### Cell outlines without signal wires, run 1

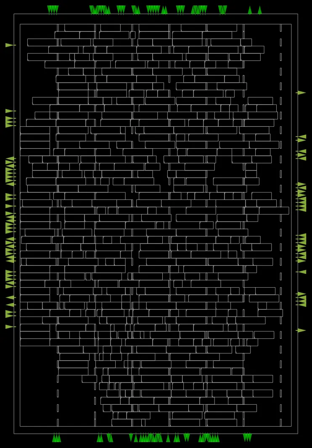
### Signal wires on met1, run 1

Supply wires on this layer in grey.
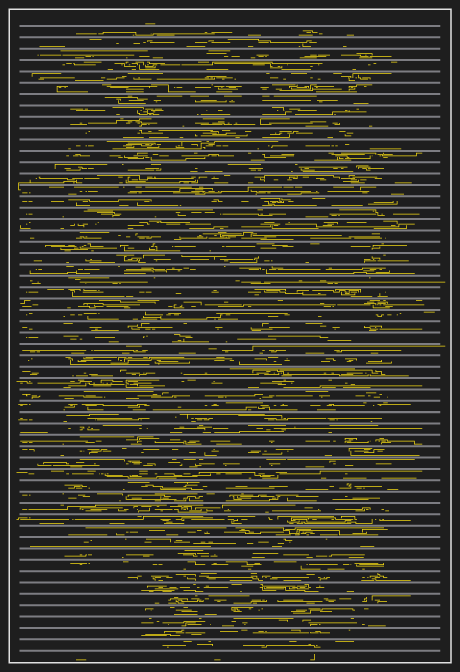
### Placement by cell class, run 1

The bar under the picture is 20 µm long. Fill, decap, tap and diode cells in grey.
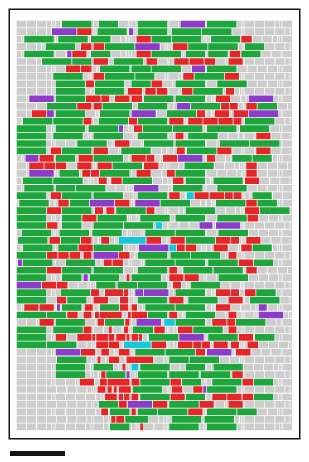
`src/rtl/sys_defs.sv`:
```
// sys_defs: shared CDB packet layout, default sizing and round-robin helper
package sys_defs;
  localparam int XLEN = 32;
  localparam int DEF_NUM_LANES = 2;
  localparam int DEF_BUF_DEPTH = 2;
  localparam int DEF_PRF_IDX_W = 6;
  localparam int DEF_ROB_IDX_W = 5;
  typedef struct packed {
    logic take_branch;
    logic [DEF_ROB_IDX_W-1:0] rob_idx;
    logic [DEF_PRF_IDX_W-1:0] dest_prf;
    logic [XLEN-1:0] value;
  } CDB_PACKET;
  function automatic int rr_succ(input int g, input int n);
    return (g + 1) % n;
  endfunction
endpackage

```
`src/rtl/cdb_lane_fifo.sv`:
```
// cdb_lane_fifo: per-lane result buffer, power-of-two depth with wrapping pointers
module cdb_lane_fifo
  import sys_defs::*;
#(
  parameter int DEPTH = DEF_BUF_DEPTH,
  parameter int W = 8
) (
  input  logic clock,
  input  logic reset,
  input  logic flush,
  input  logic push,
  input  logic pop,
  input  logic [W-1:0] din,
  output logic [W-1:0] head,
  output logic [$clog2(DEPTH):0] count,
  output logic full
);
  localparam int AW = $clog2(DEPTH);
  localparam int CW = AW + 1;
  logic [W-1:0] mem [DEPTH];
  logic [AW-1:0] rd_ptr, wr_ptr;
  assign head = mem[rd_ptr];
  assign full = count == CW'(DEPTH);
  // storage needs no reset; only valid entries are ever read out
  always_ff @(posedge clock)
    if (push) mem[wr_ptr] <= din;
  // pointers and occupancy; flush empties the lane like reset does
  always_ff @(posedge clock) begin
    if (reset || flush) begin
      rd_ptr <= '0;
      wr_ptr <= '0;
      count <= '0;
    end else begin
      if (push) wr_ptr <= wr_ptr + 1'b1;
      if (pop) rd_ptr <= rd_ptr + 1'b1;
      count <= count + CW'(push) - CW'(pop);
    end
  end
endmodule

```
`src/rtl/cdb_arbiter.sv`:
```
// cdb_arbiter: round-robin CDB arbiter over buffered execute lanes; define CDB_BYPASS_EN for same-cycle bypass of empty lanes
module cdb_arbiter
  import sys_defs::*;
#(
  parameter int NUM_LANES = DEF_NUM_LANES,
  parameter int BUF_DEPTH = DEF_BUF_DEPTH,
  parameter int PRF_IDX_W = DEF_PRF_IDX_W,
  parameter int ROB_IDX_W = DEF_ROB_IDX_W
) (
  input  logic clock,
  input  logic reset,
  input  logic flush,
  input  logic [NUM_LANES-1:0] ex_valid,
  input  logic [NUM_LANES*32-1:0] ex_result,
  input  logic [NUM_LANES*PRF_IDX_W-1:0] ex_dest_prf,
  input  logic [NUM_LANES*ROB_IDX_W-1:0] ex_rob_idx,
  input  logic [NUM_LANES-1:0] ex_take_branch,
  output logic [NUM_LANES-1:0] cdb_hazard,
  output logic cdb_valid,
  output logic [31:0] cdb_value,
  output logic [PRF_IDX_W-1:0] cdb_dest_prf,
  output logic [ROB_IDX_W-1:0] cdb_rob_idx,
  output logic cdb_take_branch
);
  localparam int PKT_W = 32 + PRF_IDX_W + ROB_IDX_W + 1;
  localparam int CNT_W = $clog2(BUF_DEPTH) + 1;
  localparam int RR_W = NUM_LANES > 1 ? $clog2(NUM_LANES) : 1;
  logic [PKT_W-1:0] ex_pkt [NUM_LANES];
  logic [PKT_W-1:0] head [NUM_LANES];
  logic [PKT_W-1:0] cand [NUM_LANES];
  logic [CNT_W-1:0] count [NUM_LANES];
  logic [NUM_LANES-1:0] full, accept, nonempty, req, push, pop;
  logic [RR_W-1:0] rr_ptr, gnt_idx;
  logic gnt_found, gnt_fire;
  logic [PKT_W-1:0] gnt_pkt;
  assign cdb_hazard = full;
  assign gnt_fire = gnt_found & ~flush;
  assign gnt_pkt = cand[gnt_idx];
  for (genvar i = 0; i < NUM_LANES; i++) begin : g_lane
    assign ex_pkt[i] = {ex_take_branch[i], ex_rob_idx[i*ROB_IDX_W +: ROB_IDX_W],
                        ex_dest_prf[i*PRF_IDX_W +: PRF_IDX_W], ex_result[i*32 +: 32]};
    assign nonempty[i] = count[i] != '0;
    assign accept[i] = ex_valid[i] & ~full[i] & ~flush;
    assign pop[i] = gnt_fire & (gnt_idx == RR_W'(i)) & nonempty[i];
`ifdef CDB_BYPASS_EN
    assign req[i] = nonempty[i] | accept[i];
    assign cand[i] = nonempty[i] ? head[i] : ex_pkt[i];
    assign push[i] = accept[i] & ~(gnt_fire & (gnt_idx == RR_W'(i)) & ~nonempty[i]);
`else
    assign req[i] = nonempty[i];
    assign cand[i] = head[i];
    assign push[i] = accept[i];
`endif
    cdb_lane_fifo #(.DEPTH(BUF_DEPTH), .W(PKT_W)) u_fifo (
      .clock(clock),
      .reset(reset),
      .flush(flush),
      .push(push[i]),
      .pop(pop[i]),
      .din(ex_pkt[i]),
      .head(head[i]),
      .count(count[i]),
      .full(full[i])
    );
  end
  // first requesting lane at or after rr_ptr, wrapping
  always_comb begin
    gnt_found = 1'b0;
    gnt_idx = '0;
    for (int k = 0; k < NUM_LANES; k++)
      if (!gnt_found && req[(int'(rr_ptr) + k) % NUM_LANES]) begin
        gnt_found = 1'b1;
        gnt_idx = RR_W'((int'(rr_ptr) + k) % NUM_LANES);
      end
  end
  // pointer advances past the winner only when a grant actually fires
  always_ff @(posedge clock)
    if (reset) rr_ptr <= '0;
    else if (gnt_fire) rr_ptr <= RR_W'(rr_succ(int'(gnt_idx), NUM_LANES));
  // registered broadcast; data holds when nothing is granted
  always_ff @(posedge clock) begin
    if (reset) begin
      cdb_valid <= 1'b0;
      {cdb_take_branch, cdb_rob_idx, cdb_dest_prf, cdb_value} <= '0;
    end else begin
      cdb_valid <= gnt_fire;
      if (gnt_fire) {cdb_take_branch, cdb_rob_idx, cdb_dest_prf, cdb_value} <= gnt_pkt;
    end
  end
endmodule

```
`config.mk`:
```
export PLATFORM = sky130hd
export DESIGN_NAME = cdb_arbiter
export DESIGN_NICKNAME = d
export VERILOG_FILES = /design/src/rtl/sys_defs.sv /design/src/rtl/cdb_lane_fifo.sv /design/src/rtl/cdb_arbiter.sv
export SDC_FILE = /design/constraint.sdc
export NUM_CORES = 1
export LEC_CHECK = 0
export CAP_MARGIN = 20
export CORE_ASPECT_RATIO = 1.5
export CORE_MARGIN = 2
export CORE_UTILIZATION = 60
export CTS_CLUSTER_SIZE = 40
export DETAILED_ROUTE_END_ITERATION = 10
export DONT_BUFFER_PORTS = 1
export PLACE_DENSITY = 0.83
export SETUP_SLACK_MARGIN = 0.3
export SLEW_MARGIN = 20
export SYNTH_ARGS = -nofsm -noshare
export SYNTH_HDL_FRONTEND = slang
export SYNTH_HIERARCHICAL = 1
export SYNTH_SLANG_ARGS = --single-unit
```
`constraint.sdc`:
```
create_clock -name clock -period 10.3 [get_ports clock]
set_input_delay 3.09 -clock clock [delete_from_list [all_inputs] [get_ports clock]]
set_output_delay 3.09 -clock clock [all_outputs]
set_load 0.05 [all_outputs]
```
==> results_dict.tcl, run 1 <==
# metrics dict for downstream scripts
set metrics [dict create \
    status "finished, final reports clean" \
    hp-class "reg -> reg" \
    routed.top_layer "met4" \
    skew_ns 0.0234 \
    start_kind "flip-flop" \
    yosys.area_share.aoi 0.0611 \
    die_area_um2 16500 \
    period_minus_slack_ns 4.92 \
    worst_pin_slew_ns 1.07 \
    initCoreUtil 0.614 \
    cts.sinks 232 \
    finalPower_uw 1950 \
    top_cell "edfxtp_1" \
    yosysTopAreaCellShare 0.571 \
    wl_met1_mm 5.86 \
    edf_count 176 \
    worst-path-buf-inv 0 \
    drc 0 \
    drive_above_1_share 0.366 \
    setup.worst_path.start "g_lane[1].u_fifo/count[1]" \
    p_leak_uw 0.00340 \
    die_h_um 156 \
    vias 4334 \
    ff_type "edfxtp_1" \
    slew_violations 0 \
    postCtsSetupRepairBufs 0 \
    reg2regPathDepth 5 \
    ys_sh_xor 0.00865 \
    critPathMaxStageDelay_ns 0.88 \
    setup_viol 0 \
    r2r_start "g_lane[0].u_fifo/count[1]" \
    syn_area_um2 9260 \
    finalHoldViolations 0 \
    met2_length_mm 9.42 \
    syn_avg_cell_area_um2 19.0 \
    numCtsBuffers 21 \
    ctsResizeCount 0 \
    worstSkewPairLatency_ns 0.50 \
    async_flop_share 0 \
    holdPathStages 2 \
    placed_cell_area_um2 9300 \
    clk_path_buf_depth 3 \
    path_class "reg -> out" \
    drt-initial-drc-count 281 \
    cts_hold_buf 0 \
    synth_cell_types 30 \
]
## Picture notes: 'Cell outlines without signal wires'
n_taps: 199
num rows: 55
Final Util: 0.665
flop share of the area: 0.639

## Picture notes: 'Signal wires on met1'
The longest straight run is 46.0 µm. The wires run mostly horizontal.

## Picture notes: 'Placement by cell class'
Cyan marks other buffers and delay cells, cells 7. Purple marks clock drivers and dummy loads, cells 38. Red marks all other logic, cells 223. Green marks flip-flops, cells 232.
design area: 10,000 µm²
core area: 15,100 µm²

-- run 1: where the power goes --
part	switching (µW)	internal, µW
registers	48.0	1040
logic	39.4	44.2
clock network	322	453
-- run 1: metal layers --
layer  vias to the layer above  global-route usage
met5                         -                   0
met3                        33              0.0685
met4                         0              0.0698
met2                       163               0.385
li1                       1963                   -
met1                      2175               0.223
-- run 1: cell families after synthesis --
kind of cell             count (synthesis)
flip-flops                             232
multiplexers                            88
AND/OR/NAND/NOR                         70
AND-OR/OR-AND                           50
buffers and inverters                   38
XOR/XNOR                                 6
adder cells (fa/ha/maj)                  4
-- run 1: tightest hold or removal path, stage by stage (launching register included) --
cell	delay [ns]
dfxtp_1	0.32
xnor2_1	0.14
nor3_1	0.05
-- run 1: registers in the layout, summed over array words and instances (netlist names), named ones only --
signal                cells
cdb_dest_prf              6
cdb_rob_idx               5
cdb_take_branch           1
cdb_valid                 1
cdb_value                32
g_lane.u_fifo/count       4
g_lane.u_fifo/mem       176
g_lane.u_fifo/rd_ptr      2
g_lane.u_fifo/wr_ptr      2
rr_ptr                    1
-- run 1: worst paths after layout --
kind	to	slack, ns
max reg2reg	g_lane[0].u_fifo/mem[0][36]	7.58
min reg2reg	flip-flop	0.55
min	flip-flop	0.55
max	cdb_hazard[1]	5.38
-- run 1: cell type report --
type                    instances  area (µm²)
flip-flops and latches        232        6410
repair buffers                  7        96.3
multi-input cells             218        2550
clock buffers                  25         581
clock inverters                13         121
well taps                     199         249
inverters                       5        18.8
fillers                       941        5040
-- run 1: placed cells by master (no fill, tap or decap), types with 4 or more instances in the layout --
master	instances
a221o_2	41
buf_4	4
clkbuf_16	21
clkbuf_8	4
clkinv_2	5
dfxtp_1	54
edfxtp_1	176
ha_1	4
inv_1	5
mux2_2	8
mux2_4	80
nor3_1	8
nor3b_1	4
nor4b_1	44
xnor2_1	4
-- run 1: through the flow --
step	hold WS, ns	utilization
finish	0.552	0.665
global placement	0.518	0.614
detailed placement	0.537	0.617
floorplan	0.494	-
global route	0.592	0.665
CTS	0.548	0.663
### Wire density map, run 1

The die is cut into 21 by 31 equal tiles; black is low, pale yellow is high, scaled to the fullest tile. Values are wire area over tile area, all layers added.
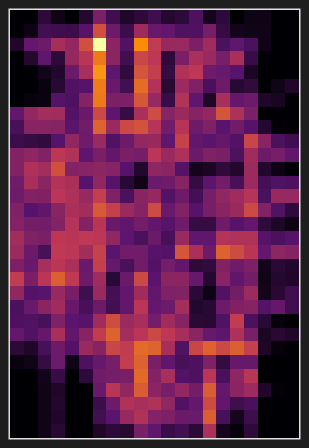

--- run 2 (diff from run 1) ---
==> constraint.sdc (replaced) <==
create_clock -name clock -period 5.1 [get_ports clock]
set_input_delay 1.53 -clock clock [delete_from_list [all_inputs] [get_ports clock]]
set_output_delay 1.53 -clock clock [all_outputs]
set_load 0.05 [all_outputs]
### Wire density map, run 2

The die is cut into 21 by 31 equal tiles; black is low, pale yellow is high, scaled to the fullest tile. Values are wire area over tile area, all layers added.
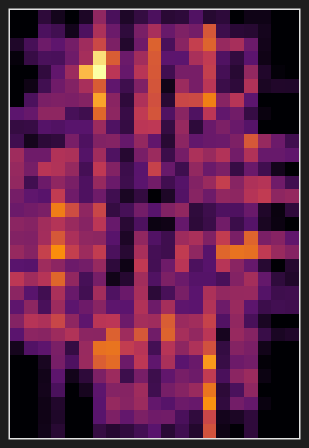
The fullest tile reaches 0.64. The mean over all tiles is 0.18. The densest ninth of the die: middle left. 10% of the tiles are over half the peak. 11% of the tiles are nearly empty.

### Wiring by layer, run 2

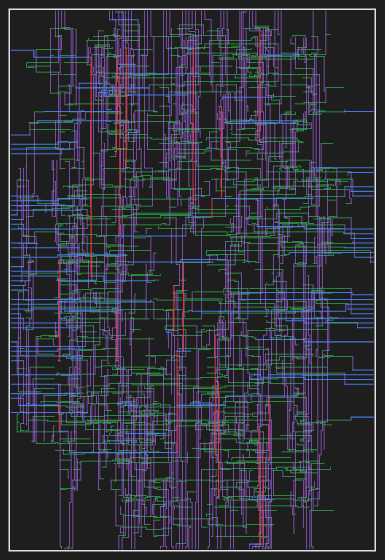
Blue marks met3, wire length 1,550 µm. Purple marks met2, wire length 9,490 µm. Green marks met1, wire length 5,920 µm. Red marks met4, wire length 550 µm.
Vias: 4,401
routed wire length: 17.5 mm
GRT Util Overall: 0.212
Avg WL per Cell: 25.1 µm

==> results_dict.tcl, run 2 <==
# metrics dict for downstream scripts
set metrics [dict create \
    slew_violations 0 \
    p_seq_frac 0.582 \
    hp-class "reg -> reg" \
    status "finished, final reports clean" \
    skew_ns 0.00867 \
    start_kind "flip-flop" \
    yosysTopAreaCellShare 0.571 \
    row_count 55 \
    worst_r2r_endpoint "g_lane[0].u_fifo/mem[0][15]" \
    synth_cell_types 30 \
    die_area_um2 16500 \
    switchingPower_uw 803 \
    core_um2 15100 \
    p_leak_uw 0.00336 \
    r2r_start "g_lane[0].u_fifo/count[1]" \
    syn_area_um2 9260 \
    period_minus_slack_ns 3.36 \
    syn_avg_cell_area_um2 19.0 \
    fin_hold_ws_ns 0.543 \
    p_int_uw 2970 \
    num-fill-cells 951 \
    path_class "reg -> out" \
    worst_pin_slew_ns 1.09 \
    ff_type "edfxtp_1" \
    cts_hold_buf 0 \
    worst-path-buf-inv 0 \
    ctsResizeCount 0 \
    async_flop_share 0 \
    endpoint "cdb_hazard[1]" \
    postCtsSetupRepairBufs 0 \
    setup_viol 0 \
    combPwrFrac 0.046 \
    mostFrequentLayoutCell "edfxtp_1" \
    yosys.area_share.aoi 0.0611 \
    r2r_slack_ns 2.36 \
    die_h_um 156 \
    largest_register_ff_count 176 \
    critPathMaxStageDelay_ns 0.89 \
    clk_path_buf_depth 3 \
    top_cell "edfxtp_1" \
    worstSkewPairLatency_ns 0.48 \
    final_area_um2 9960 \
    top_register "g_lane.u_fifo/mem" \
    ys_sh_xor 0.00865 \
    initCoreUtil 0.614 \
    placed_cell_area_um2 9290 \
    drive_above_1_share 0.357 \
]
run 2: final cells by class:
type | instances | area, µm² | share of cell area
clock buffers | 28 | 562 | 0.0564
clock inverters | 8 | 47.5 | 0.00477
inverters | 5 | 18.8 | 0.00188
multi-input cells | 218 | 2550 | 0.256
well taps | 199 | 249 | 0.0250
repair buffers | 8 | 120 | 0.0121
flip-flops and latches | 232 | 6410 | 0.644
run 2: worst min-delay path by stage:
stage / slack, ns / depth (start not counted) / start / endpoint
after global routing: 0.57 / 2 / g_lane[0].u_fifo/rd_ptr / flip-flop
after floorplan: 0.49 / 2 / rr_ptr / rr_ptr
after CTS: 0.55 / 2 / g_lane[0].u_fifo/rd_ptr / flip-flop
final: 0.54 / 2 / g_lane[0].u_fifo/rd_ptr / flip-flop
after detailed placement: 0.53 / 2 / g_lane[0].u_fifo/rd_ptr / flip-flop
after global placement: 0.51 / 2 / rr_ptr / rr_ptr
run 2: cells by family after synthesis:
logic type | count (synthesis)
flops | 232
mux | 88
simple gates | 70
compound gates | 50
buf+inv | 38
xor+xnor | 6
fa+ha+maj | 4
run 2: routing by layer:
metal,wire length (µm),up-vias,share of wire,GRT usage
li1,-,1960,-,-
met1,5920,2216,0.34,0.232
met2,9490,183,0.54,0.383
met3,1550,42,0.088,0.0689
met4,549,0,0.031,0.0787
met5,0,-,0,0
run 2: worst min-delay path, stage by stage (launching register included):
cell	delay (ns)
dfxtp_1	0.32
xnor2_1	0.14
nor3_1	0.05
run 2: through the flow:
step | power, µW | utilization
after global routing | 3890 | 0.661
after global placement | 2390 | 0.615
final | 3770 | 0.661
after floorplan | 2370 | -
after CTS | 3790 | 0.657
after detailed placement | 2400 | 0.617
run 2: power groups by stage:
stage | logic (µW) | registers, µW | clock network, µW
CTS | 168 | 2200 | 1430
detailed placement | 167 | 2240 | 0
global route | 186 | 2200 | 1510
floorplan | 149 | 2220 | 0
global placement | 156 | 2230 | 0
finish | 173 | 2200 | 1400
### Cell outlines without signal wires, run 2

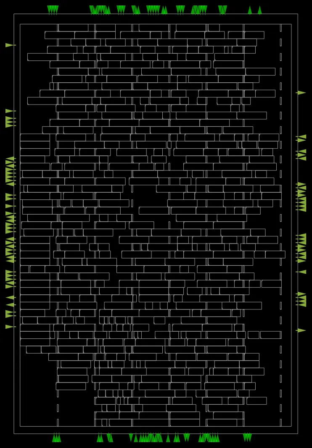

--- run 3 (diff from run 2) ---
==> constraint.sdc (replaced) <==
create_clock -name clock -period 3.45 [get_ports clock]
set_input_delay 1.035 -clock clock [delete_from_list [all_inputs] [get_ports clock]]
set_output_delay 1.035 -clock clock [all_outputs]
set_load 0.05 [all_outputs]
### Cell outlines without signal wires, run 3

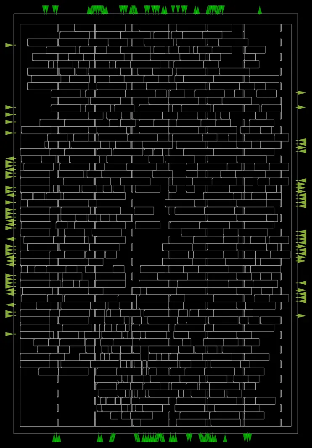
Filler Cell Count: 965
flop share of the area: 0.639
flop count: 232
Final Util: 0.666
final std cells w/o fill: 704

### Wiring by layer, run 3

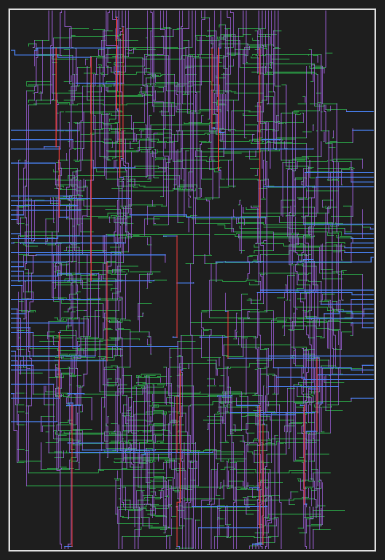
Purple marks met2, wire length 9,110 µm. Red marks met4, wire length 635 µm. Green marks met1, wire length 5,670 µm. Blue marks met3, wire length 1,460 µm.
GRT Util Overall: 0.201
Avg WL per Cell: 24.0 µm

==> results_dict.tcl, run 3 <==
# metrics dict for downstream scripts
set metrics [dict create \
    async_flop_share 0 \
    skew_ns 0.0120 \
    cts_hold_buf 0 \
    drive_above_1_share 0.362 \
    ff_type "edfxtp_1" \
    drc 0 \
    routed_wl_mm 16.9 \
    synth_cell_types 30 \
    vias 4409 \
    top_cell "edfxtp_1" \
    die_h_um 156 \
    setup_viol 0 \
    postCtsSetupRepairBufs 0 \
    status "finished, final reports clean" \
    top_register "g_lane.u_fifo/mem" \
    row_count 55 \
    core_um2 15100 \
    drt-initial-drc-count 218 \
    worstSkewPairLatency_ns 0.49 \
    slew_violations 0 \
    die_area_um2 16500 \
    start_kind "flip-flop" \
    worst_pin_slew_ns 0.864 \
]
[run 3: where the power goes]
| part | internal [µW] | total (µW) | switching (µW) |
|---|---|---|---|
| Sequential | 3100 | 3240 | 143 |
| Clock | 1350 | 2290 | 938 |
| Combinational | 131 | 246 | 115 |
| Total | 4580 | 5780 | 1200 |
[run 3: area by class of cell]
| cell class | count | area (µm²) | area share |
|---|---|---|---|
| sequential | 232 | 6410 | 0.639 |
| tap | 199 | 249 | 0.0248 |
| multi-input combinational | 218 | 2550 | 0.254 |
| clock inverter | 10 | 124 | 0.0123 |
| inverter | 5 | 18.8 | 0.00187 |
| clock buffer | 27 | 548 | 0.0546 |
| timing repair buffer | 13 | 135 | 0.0135 |
[run 3: critical path: stages (launching register included)]
cell and delay, ns:
dfxtp_1 0.47, nor2b_1 0.20, buf_4 0.22
[run 3: through the flow]
| step | cell area [µm²] | setup WS, ns | cells | total power (µW) | utilization |
|---|---|---|---|---|---|
| 2_1_floorplan | 9260 | 0.427 | 488 | 3510 | - |
| 3_3_place_gp | 9360 | 0.841 | 667 | 3540 | 0.621 |
| 3_5_place_dp | 9360 | 0.781 | 667 | 3550 | 0.621 |
| 4_1_cts | 10000 | 1.03 | 704 | 5810 | 0.666 |
| 5_1_grt | 10000 | 0.900 | 704 | 5930 | 0.666 |
| 6_report | 10000 | 1.03 | 704 | 5780 | 0.666 |
[run 3: kinds of logic after synthesis]
logic type                 count (synthesis)  synth area share
and+or+nand+nor                           70            0.0576
buffers and inverters                     38            0.0359
muxes                                     88             0.139
AOI/OAI and AO/OA                         50            0.0611
DFF                                      232             0.692
xor gates and xnor gates                   6           0.00865
adders and majority gates                  4           0.00541
[run 3: worst paths after layout]
path                                           startpoint                           to  slack, ns  depth (start not counted)
worst min-delay path                               rr_ptr                       rr_ptr       0.54                          2
worst max register to register  g_lane[1].u_fifo/count[0]  g_lane[1].u_fifo/mem[0][21]       1.04                          6
worst max-delay path            g_lane[1].u_fifo/count[1]                cdb_hazard[1]       1.03                          2
worst min register to register                     rr_ptr                       rr_ptr       0.54                          2
[run 3: routing by layer]
metal | vias up | GRT usage | routed length [µm]
li1 | 1973 | - | -
met1 | 2225 | 0.208 | 5670
met2 | 164 | 0.367 | 9110
met3 | 47 | 0.0673 | 1460
met4 | 0 | 0.0895 | 634
met5 | - | 0 | 0
Power and IR drop assume default switching activity.
